## src/rtl/fifo_rd_packer.sv

```systemverilog
// fifo_rd_packer
//
// Reads DATA_WIDTH-bit entries from a synchronous FIFO and packs PACK_RATIO
// consecutive entries into one wide word on a valid/ready stream. Lane 0
// (the LSBs) holds the oldest entry. A single-cycle flush emits a partially
// filled word together with its lane count.
//
// Storage is double-buffered: an assembly register collects lanes while the
// output register holds the word currently offered downstream. That lets up
// to 2*PACK_RATIO entries sit inside the block under backpressure.
//
// Ports:
//   i_Clk         clock, shared with the FIFO
//   i_Reset       asynchronous active-high reset
//   o_Rd_En       read request to the FIFO (combinational)
//   i_Empty       FIFO empty flag
//   i_Rd_Data     FIFO read data, valid when i_Data_Valid=1
//   i_Data_Valid  FIFO read data valid (one cycle after o_Rd_En)
//   i_Flush       single-cycle pulse: emit the partial word
//   o_Data        packed word, unused lanes zero
//   o_Count       number of valid lanes in o_Data (1..PACK_RATIO)
//   o_Valid       o_Data/o_Count valid
//   i_Ready       downstream accepts when o_Valid && i_Ready at a rising edge
//   o_Busy        assembly non-empty, read in flight or flush pending
module fifo_rd_packer #(
  parameter int DATA_WIDTH = 8,
  parameter int PACK_RATIO = 4
) (
  input  logic                                 i_Clk,
  input  logic                                 i_Reset,
  output logic                                 o_Rd_En,
  input  logic                                 i_Empty,
  input  logic [DATA_WIDTH-1:0]                i_Rd_Data,
  input  logic                                 i_Data_Valid,
  input  logic                                 i_Flush,
  output logic [DATA_WIDTH*PACK_RATIO-1:0]     o_Data,
  output logic [$clog2(PACK_RATIO+1)-1:0]      o_Count,
  output logic                                 o_Valid,
  input  logic                                 i_Ready,
  output logic                                 o_Busy
);

  localparam int CNT_W = $clog2(PACK_RATIO + 1);

  typedef enum logic [1:0] {
    ST_FILL,
    ST_HOLD,
    ST_FLUSH
  } state_t;

  state_t                            state_reg, state_next;
  logic [CNT_W-1:0]                  filled_reg, filled_next;
  logic                              inflight_reg, inflight_next;
  logic [DATA_WIDTH*PACK_RATIO-1:0]  data_reg;
  logic [CNT_W-1:0]                  count_reg;
  logic                              valid_reg;

  logic [CNT_W:0]                    occupancy;
  logic [DATA_WIDTH*PACK_RATIO-1:0]  packed_word;
  logic                              asm_full;
  logic                              capture;
  logic                              out_free;
  logic                              flush_done;
  logic                              do_transfer;

  // Lanes already captured plus the one still in flight; one extra bit so
  // the compare against PACK_RATIO can never wrap.
  assign occupancy  = {1'b0, filled_reg} + {{CNT_W{1'b0}}, inflight_reg};
  assign asm_full   = (filled_reg == CNT_W'(PACK_RATIO));

  // Never request a read that could not land in a free lane.
  assign o_Rd_En    = !i_Reset && !i_Empty && (state_reg != ST_FLUSH) &&
                      (occupancy < (CNT_W + 1)'(PACK_RATIO));

  assign capture    = i_Data_Valid && !asm_full;
  assign out_free   = !valid_reg || i_Ready;
  assign flush_done = (state_reg == ST_FLUSH) && !inflight_reg;
  assign do_transfer = out_free &&
                       (asm_full || (flush_done && (filled_reg != '0)));

  // One register per lane; lanes at or above the fill level read as zero so a
  // partial word never exposes stale data from an earlier word.
  genvar gi;
  generate
    for (gi = 0; gi < PACK_RATIO; gi++) begin : g_lane
      logic [DATA_WIDTH-1:0] lane_reg;

      always_ff @(posedge i_Clk or posedge i_Reset) begin
        if (i_Reset) begin
          lane_reg <= '0;
        end else if (capture && (filled_reg == CNT_W'(gi))) begin
          lane_reg <= i_Rd_Data;
        end
      end

      assign packed_word[gi*DATA_WIDTH +: DATA_WIDTH] =
        (CNT_W'(gi) < filled_reg) ? lane_reg : '0;
    end
  endgenerate

  always_ff @(posedge i_Clk or posedge i_Reset) begin
    if (i_Reset) begin
      state_reg    <= ST_FILL;
      filled_reg   <= '0;
      inflight_reg <= 1'b0;
    end else begin
      state_reg    <= state_next;
      filled_reg   <= filled_next;
      inflight_reg <= inflight_next;
    end
  end

  always_comb begin
    state_next    = state_reg;
    filled_next   = filled_reg;
    inflight_next = inflight_reg;

    // A transfer only happens with no read pending into the assembly, so it
    // never coincides with a capture.
    if (do_transfer) begin
      filled_next = '0;
    end else if (capture) begin
      filled_next = filled_reg + CNT_W'(1);
    end

    // A new request and the landing of the previous one may share a cycle.
    if (o_Rd_En) begin
      inflight_next = 1'b1;
    end else if (i_Data_Valid) begin
      inflight_next = 1'b0;
    end

    case (state_reg)
      ST_FILL: begin
        if (i_Flush) begin
          state_next = ST_FLUSH;
        end else if (asm_full && !do_transfer) begin
          state_next = ST_HOLD;
        end
      end
      ST_HOLD: begin
        if (i_Flush) begin
          state_next = ST_FLUSH;
        end else if (do_transfer) begin
          state_next = ST_FILL;
        end
      end
      ST_FLUSH: begin
        // Further flush pulses are ignored here. Done once the last read has
        // landed and the partial word (if any) has moved to the output.
        if (!inflight_reg && ((filled_reg == '0) || do_transfer)) begin
          state_next = ST_FILL;
        end
      end
      default: begin
        state_next = ST_FILL;
      end
    endcase
  end

  always_ff @(posedge i_Clk or posedge i_Reset) begin
    if (i_Reset) begin
      data_reg  <= '0;
      count_reg <= '0;
      valid_reg <= 1'b0;
    end else if (do_transfer) begin
      data_reg  <= packed_word;
      count_reg <= filled_reg;
      valid_reg <= 1'b1;
    end else if (valid_reg && i_Ready) begin
      valid_reg <= 1'b0;
    end
  end

  assign o_Data  = data_reg;
  assign o_Count = count_reg;
  assign o_Valid = valid_reg;
  assign o_Busy  = (filled_reg != '0) || inflight_reg || (state_reg == ST_FLUSH);

endmodule
```

## config.mk

```make
export PLATFORM = sky130hd
export DESIGN_NAME = fifo_rd_packer
export DESIGN_NICKNAME = d
export VERILOG_FILES = /design/src/rtl/fifo_rd_packer.sv
export SDC_FILE = /design/constraint.sdc
export NUM_CORES = 1
export LEC_CHECK = 0
export ABC_AREA = 1
export CORE_MARGIN = 2
export CORE_UTILIZATION = 50
export CTS_CLUSTER_SIZE = 20
export DETAILED_ROUTE_END_ITERATION = 16
export HOLD_SLACK_MARGIN = 0.15
export PLACE_DENSITY = 0.84
export RECOVER_POWER = 25
export SLEW_MARGIN = 20
export SYNTH_ARGS = -nofsm -noshare
export SYNTH_HDL_FRONTEND = slang
export SYNTH_SLANG_ARGS = --single-unit
```

## constraint.sdc

```tcl
create_clock -name i_Clk -period 2.8 [get_ports i_Clk]
set_input_delay 0.28 -clock i_Clk [delete_from_list [all_inputs] [get_ports i_Clk]]
set_output_delay 0.28 -clock i_Clk [all_outputs]
set_load 0.03 [all_outputs]
```

Fig. 1: cell density map
Scale bar: 20 um. 8 x 8 tiles, from dark blue (low) to red (high), 0 to 100% covered.
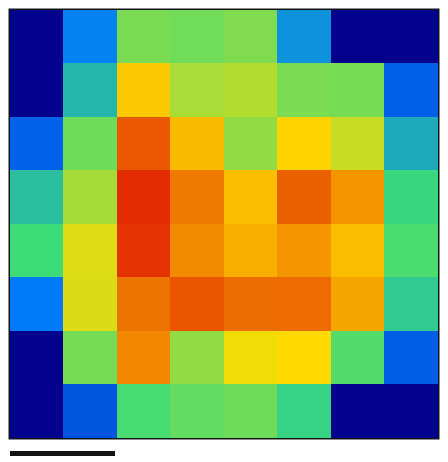
densest ninth of the die = middle
mean over tiles = 55%
fullest tile = 95%
tiles over 75% full = 33%

Fig. 2: met1 routing
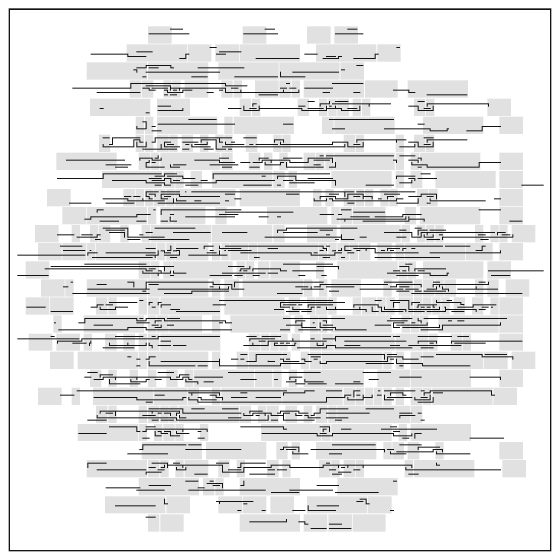
main direction = horizontal
longest straight run = 31.5 um
nets with wire on the layer = 344

==> run_summary.xml <==
<?xml version="1.0" encoding="UTF-8"?>
<metrics>
  <group name="outcome">
    <metric name="run_status" unit="">finished clean</metric>
  </group>
  <group name="final_timing">
    <metric name="fmax" unit="GHz">0.435</metric>
  </group>
  <group name="layout">
    <metric name="filler_cell_count" unit="">455</metric>
    <metric name="comb_multi_in" unit="">215</metric>
    <metric name="logic_inverters" unit="">24</metric>
    <metric name="bufAreaShareNonClock" unit="">0.143</metric>
    <metric name="clk_share" unit="">0.0532</metric>
    <metric name="areaGrowthSynthToFinish" unit="%">24.4</metric>
  </group>
  <group name="synth">
    <metric name="asyncSetResetFlopFracSynth" unit="">1.00</metric>
    <metric name="synthesis.area" unit="mm2">0.00299</metric>
    <metric name="synth.top_cells.by_area" unit="">sky130_fd_sc_hd__dfrtp_1, sky130_fd_sc_hd__nand2_1, sky130_fd_sc_hd__o21ai_0</metric>
    <metric name="topCombFamilyByArea" unit="">simple AND/OR/NAND/NOR gates</metric>
    <metric name="post-synth-top-area-fraction" unit="">0.620</metric>
    <metric name="synth_cells" unit="">326</metric>
    <metric name="ys_sh_xor" unit="">0</metric>
    <metric name="synth.yosys.seq_area_share" unit="">0.620</metric>
  </group>
  <group name="pwr">
    <metric name="power.share.sequential" unit="">0.411</metric>
    <metric name="leakage_power" unit="nW">1.76</metric>
    <metric name="power_per_cell_area" unit="mW/mm2">1130</metric>
    <metric name="power.switching_fraction" unit="">0.401</metric>
  </group>
  <group name="drt">
    <metric name="drt_pass1_iterations" unit="">4</metric>
    <metric name="residual_antenna_violating_net_count_after_detailed_routing" unit="">0</metric>
    <metric name="routed_wl" unit="mm">6.51</metric>
    <metric name="detailroute.via_count" unit="">2359</metric>
    <metric name="route.layer.met1.wl" unit="mm">2.80</metric>
  </group>
  <group name="clock_network">
    <metric name="cts_tree" unit="">done</metric>
    <metric name="worst_skew_pair.late_latency" unit="ns">0.35</metric>
    <metric name="post_cts.resized_instances" unit="">0</metric>
    <metric name="clock_tree.buffer_depth" unit="">2</metric>
  </group>
  <group name="global_route">
    <metric name="first_global_vias" unit="">2193</metric>
    <metric name="antenna_found_initial" unit="">0</metric>
  </group>
  <group name="min_path">
    <metric name="hold_start" unit="">g_lane[0].lane_reg[6]$_DFFE_PP0P_</metric>
  </group>
  <group name="worst_setup_path">
    <metric name="crit_path_end_kind" unit="">primary output</metric>
    <metric name="critical_path.endpoint" unit="">o_Rd_En</metric>
    <metric name="critical_path.cell_chain" unit="">nor3_1 -&gt; nand2_1 -&gt; nor2_1 -&gt; clkdlybuf4s50_1</metric>
  </group>
  <group name="floorplanning">
    <metric name="die-area" unit="mm2">0.00660</metric>
    <metric name="fp.coreArea" unit="mm2">0.00585</metric>
  </group>
  <group name="place">
    <metric name="post-dp-hpwl" unit="mm">4.36</metric>
    <metric name="io_buffers" unit="">51</metric>
  </group>
</metrics>
Fig. 3: routing congestion map
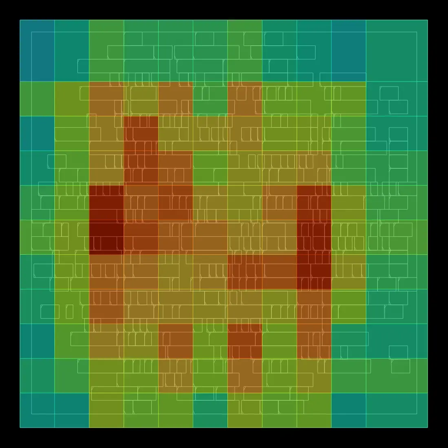
global routing usage on met2: 0.329
most used routing layer in global routing: met2
met1 Use GR: 0.307
all-layer global routing usage: 0.218
met3 track demand over resource: 0.0344

Fig. 4: signal wires on met2
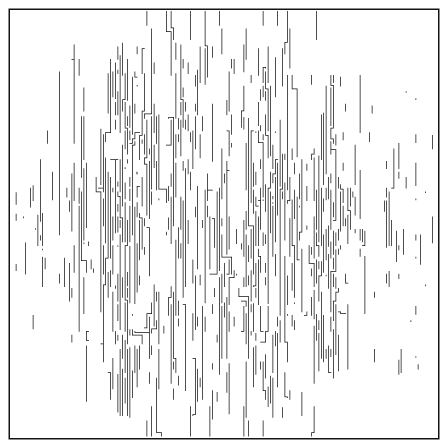
longest straight run = 30.9 um
share of all routed wire = 48%
wire length on this layer = 3110 um
main direction = vertical

==> power groups by stage <==
stage / logic (mW) / clock network (mW) / registers, mW
floorplan: 0.902 / 0 / 1.97
global placement: 1.57 / 0 / 1.72
detailed placement: 1.64 / 0 / 1.74
CTS: 1.65 / 0.836 / 1.72
global route: 1.85 / 0.886 / 1.78
finish: 1.64 / 0.830 / 1.73
==> metrics by stage <==
step	util	hold WS [ns]	area (um2)	setup slack, ns	total power, mW
2_1_floorplan	-	0.389	2990	0.638	2.87
3_3_place_gp	0.604	0.467	3530	0.728	3.29
3_5_place_dp	0.604	0.473	3530	0.637	3.38
4_1_cts	0.638	0.467	3730	0.489	4.21
5_1_grt	0.635	0.516	3710	0.325	4.51
6_report	0.635	0.488	3710	0.499	4.20
Power and IR drop assume default switching activity.
